pdn.png
The bar under the picture is 20 um long. Pins as bars on the die edge. Tap cells in grey.
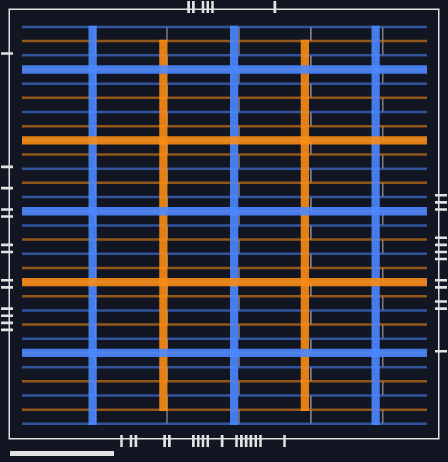
cell_classes.png
The bar under the picture is 20 um long.
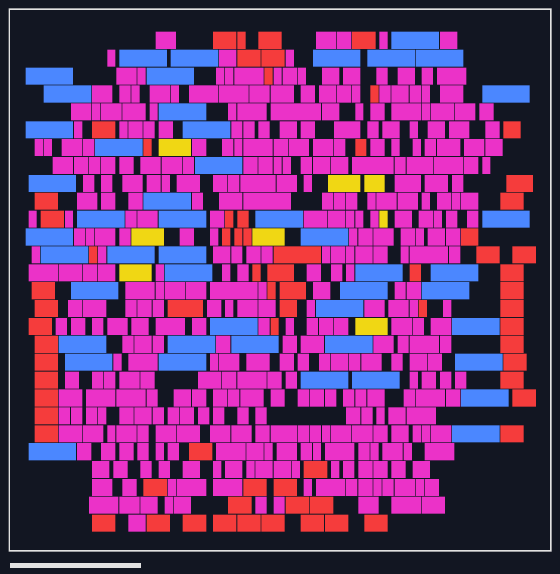
clock_map.png
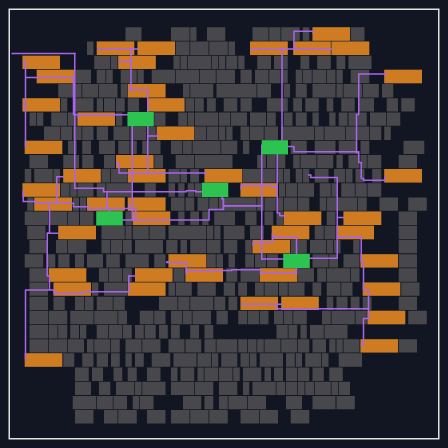
metal_stack.png
The bar under the picture is 20 um long. Two of the layers only.
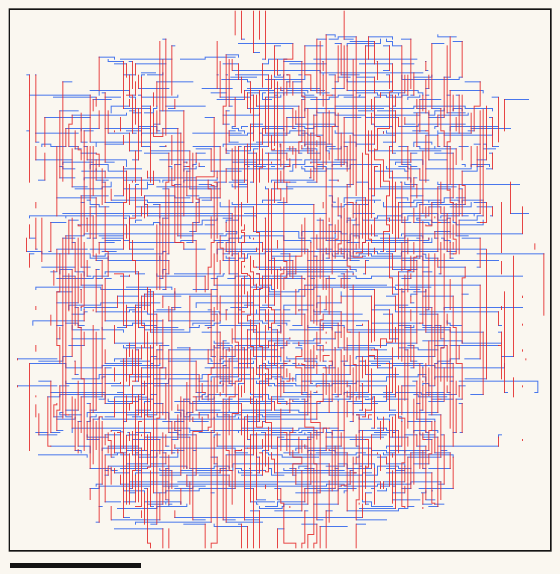
final_placement.png
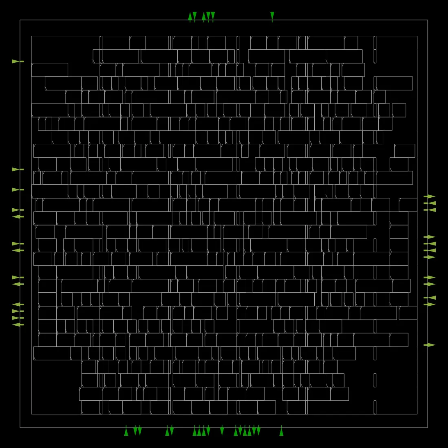
`src/rtl/counter_seq_ctrl.sv`:
```
// Push-button event counter sequencer: single step, hold-to-repeat, free-run,
// clear and parallel load, all paced by a free-running prescaled tick.
module counter_seq_ctrl #(
   parameter int WIDTH        = 18,
   parameter int TICK_DIV     = 50000,
   parameter int REPEAT_DELAY = 500,
   parameter int REPEAT_RATE  = 100,
   parameter int RUN_RATE     = 250
) (
   input  logic             clk,
   input  logic             rst,
   input  logic             step_pulse,
   input  logic             step_level,
   input  logic             run_toggle,
   input  logic             clear,
   input  logic             load,
   input  logic [WIDTH-1:0] load_val,
   input  logic             dir,
   output logic [WIDTH-1:0] count,
   output logic             upd_pulse,
   output logic             wrap,
   output logic [1:0]       state
);

   typedef enum logic [1:0] {
      ST_IDLE   = 2'd0,
      ST_HOLD   = 2'd1,
      ST_REPEAT = 2'd2,
      ST_RUN    = 2'd3
   } state_t;

   localparam int PW    = $clog2(TICK_DIV);
   localparam int MAX_A = (REPEAT_DELAY > REPEAT_RATE) ? REPEAT_DELAY : REPEAT_RATE;
   localparam int MAX_T = (MAX_A > RUN_RATE) ? MAX_A : RUN_RATE;
   localparam int TW    = $clog2(MAX_T + 1);

   logic [PW-1:0]    r_presc;
   logic [TW-1:0]    r_timer;
   state_t           r_state;
   logic [WIDTH-1:0] r_count;
   logic             r_upd;
   logic             r_wrap;

   logic             w_tick;
   logic [TW-1:0]    w_timer_inc;
   state_t           w_state_nxt;
   logic [TW-1:0]    w_timer_nxt;
   logic [WIDTH-1:0] w_count_nxt;
   logic [WIDTH-1:0] w_upd_val;
   logic             w_do_upd;
   logic             w_wrap;

   assign w_tick      = (r_presc == PW'(TICK_DIV - 1));
   assign w_timer_inc = r_timer + TW'(1);
   assign w_upd_val   = dir ? (r_count - WIDTH'(1)) : (r_count + WIDTH'(1));
   assign w_wrap      = dir ? (r_count == '0) : (r_count == '1);

   // One priority chain: clear, load and run_toggle each swallow every lower-priority event.
   always_comb begin
      w_state_nxt = r_state;
      w_timer_nxt = r_timer;
      w_count_nxt = r_count;
      w_do_upd    = 1'b0;
      if (clear) begin
         w_count_nxt = '0;
         w_state_nxt = ST_IDLE;
         w_timer_nxt = '0;
      end else if (load) begin
         w_count_nxt = load_val;
      end else if (run_toggle) begin
         w_state_nxt = (r_state == ST_RUN) ? ST_IDLE : ST_RUN;
         w_timer_nxt = '0;
      end else begin
         case (r_state)
            ST_IDLE: begin
               if (step_pulse) begin
                  w_do_upd    = 1'b1;
                  w_state_nxt = ST_HOLD;
                  w_timer_nxt = '0;
               end
            end
            ST_HOLD: begin
               if (!step_level) begin
                  w_state_nxt = ST_IDLE;
               end else if (w_tick) begin
                  if (w_timer_inc == TW'(REPEAT_DELAY)) begin
                     w_do_upd    = 1'b1;
                     w_state_nxt = ST_REPEAT;
                     w_timer_nxt = '0;
                  end else begin
                     w_timer_nxt = w_timer_inc;
                  end
               end
            end
            ST_REPEAT: begin
               if (!step_level) begin
                  w_state_nxt = ST_IDLE;
               end else if (w_tick) begin
                  if (w_timer_inc == TW'(REPEAT_RATE)) begin
                     w_do_upd    = 1'b1;
                     w_timer_nxt = '0;
                  end else begin
                     w_timer_nxt = w_timer_inc;
                  end
               end
            end
            ST_RUN: begin
               if (w_tick) begin
                  if (w_timer_inc == TW'(RUN_RATE)) begin
                     w_do_upd    = 1'b1;
                     w_timer_nxt = '0;
                  end else begin
                     w_timer_nxt = w_timer_inc;
                  end
               end
            end
            default: begin
               w_state_nxt = ST_IDLE;
            end
         endcase
         if (w_do_upd) begin
            w_count_nxt = w_upd_val;
         end
      end
   end

   always_ff @(posedge clk) begin
      if (rst) begin
         r_presc <= '0;
         r_timer <= '0;
         r_state <= ST_IDLE;
         r_count <= '0;
         r_upd   <= 1'b0;
         r_wrap  <= 1'b0;
      end else begin
         r_presc <= w_tick ? '0 : (r_presc + PW'(1));
         r_timer <= w_timer_nxt;
         r_state <= w_state_nxt;
         r_count <= w_count_nxt;
         r_upd   <= w_do_upd;
         r_wrap  <= w_do_upd & w_wrap;
      end
   end

   assign count     = r_count;
   assign upd_pulse = r_upd;
   assign wrap      = r_wrap;
   assign state     = r_state;

endmodule

```
`config.mk`:
```
export PLATFORM = sky130hd
export DESIGN_NAME = counter_seq_ctrl
export DESIGN_NICKNAME = d
export VERILOG_FILES = /design/src/rtl/counter_seq_ctrl.sv
export SDC_FILE = /design/constraint.sdc
export NUM_CORES = 1
export LEC_CHECK = 0
export ABC_CLOCK_PERIOD_IN_PS = 3970
export CORE_MARGIN = 2
export CORE_UTILIZATION = 61
export CTS_CLUSTER_SIZE = 20
export DETAILED_ROUTE_END_ITERATION = 10
export GPL_TIMING_DRIVEN = 0
export PLACE_DENSITY = 0.92
export RECOVER_POWER = 50
export SKIP_LAST_GASP = 1
export SLEW_MARGIN = 10
export SYNTH_ARGS = -nofsm -noshare
export SYNTH_HDL_FRONTEND = slang
export SYNTH_SLANG_ARGS = --single-unit
```
`constraint.sdc`:
```
create_clock -name clk -period 3.97 [get_ports clk]
set_input_delay 0.397 -clock clk [delete_from_list [all_inputs] [get_ports clk]]
set_output_delay 0.397 -clock clk [all_outputs]
set_load 0.01 [all_outputs]
```
==> impl.org <==
* Flow results

** Worst setup path
- Worst Path Buf+Inv :: 1
- For this run, the slowest stage of the critical path takes 0.86 ns.
- STA puts the critical path data arrival time at 3.64 ns.
- End point of the critical path :: count[10]
- The worst register-to-register path begins at r_timer[0].
- The critical path is of the in2reg type.
- STA classifies the critical path startpoint as an input pin.

** Final layout
- The layout report lists the non-clock buffer share of cell area as 14.1%.
- The repair_antennas step left the layout with diodes totalling 0.
- Leaving out buffers and inverters, the combinational logic in the layout accounts for 2570 um^2.
- The final layout contains 564 nets.

** Clocking
- # clock sinks :: 47
- # H-tree levels :: 2
- Post-CTS repair ended up resizing 0 cells.
- For reference, the clock transition at the flip-flops on the worst setup and hold paths is 0.10 ns.

** Detailed routing
- M1 WL :: 4360 um
- Routed WL :: 10400 um
- Residual DRC count :: 0

** Power
- Of the total power, the share spent switching nets is 31.5%.
- Of all power groups, the one with the highest power is sequential cells.
- Post-layout total power :: 1080 uW
- Largest voltage drop on the vdd net :: 0.283 mV

** Global routing
- The via count of the first global-routing pass came to 3579.

** Synth
- Area share of and-or/or-and cells after synthesis :: 23.9%
- For reference, full adder, half adder and majority cells occupy 8.60% of the area reported after synthesis.
- Of all flip-flops after synthesis, the portion carrying an async set or reset was 0%.
- Area share, top type :: 25.3%
- Synthesized-area fraction occupied by and/or/nand/nor cells :: 29.7%
- Number of cells produced by synthesis :: 460
- Post-synthesis mux area share :: 0%
- Of the synthesized area, sequential elements account for 25.3%.

** Placed design
- Post-Place Worst Slack :: 0.371 ns

** Min path
- The worst hold path begins at r_presc[0].

** Floorplan
- Effective utilization at floorplan :: 62.9%
- During tapcell insertion the tool placed 75 well taps.

** Status
- The flow ran to the end, and the final reports show no timing, DRC or antenna violations.

** Timing
- Max-slew check failures listed in the final report amount to 0.
- For the pin with the worst max-slew slack, the measured transition is 0.842 ns.
- Static timing analysis puts the maximum clock frequency at 295 MHz.
- The final timing report lists a hold violation count of 0.

** Job
- Per the run summary, max-cap violations total 0.
Notes on pdn.png above:
VSS -> blue
VDD -> orange
signal pins = 48
rows = 28
met5 straps = 5
met4 straps = 5

Notes on cell_classes.png above:
other buffers and delay cells -> red  # cells 70
clock drivers and dummy loads -> yellow  # cells 8
all other logic -> magenta  # cells 389
flip-flops -> blue  # cells 47

Notes on clock_map.png above:
flip-flops -> orange  # count 47
cells driving clock nets -> green  # count 5
clock wires -> purple  # length 607 um
routed clock nets = 6

Notes on metal_stack.png above:
met1 -> blue  # wire length 4360 um
met2 -> red  # wire length 4850 um

Notes on final_placement.png above:
utilization after layout: 73.9%
sequential cell count: 47
Cell Count, Final, Fillers Out: 589

Power is estimated from default activity; no workload was simulated.
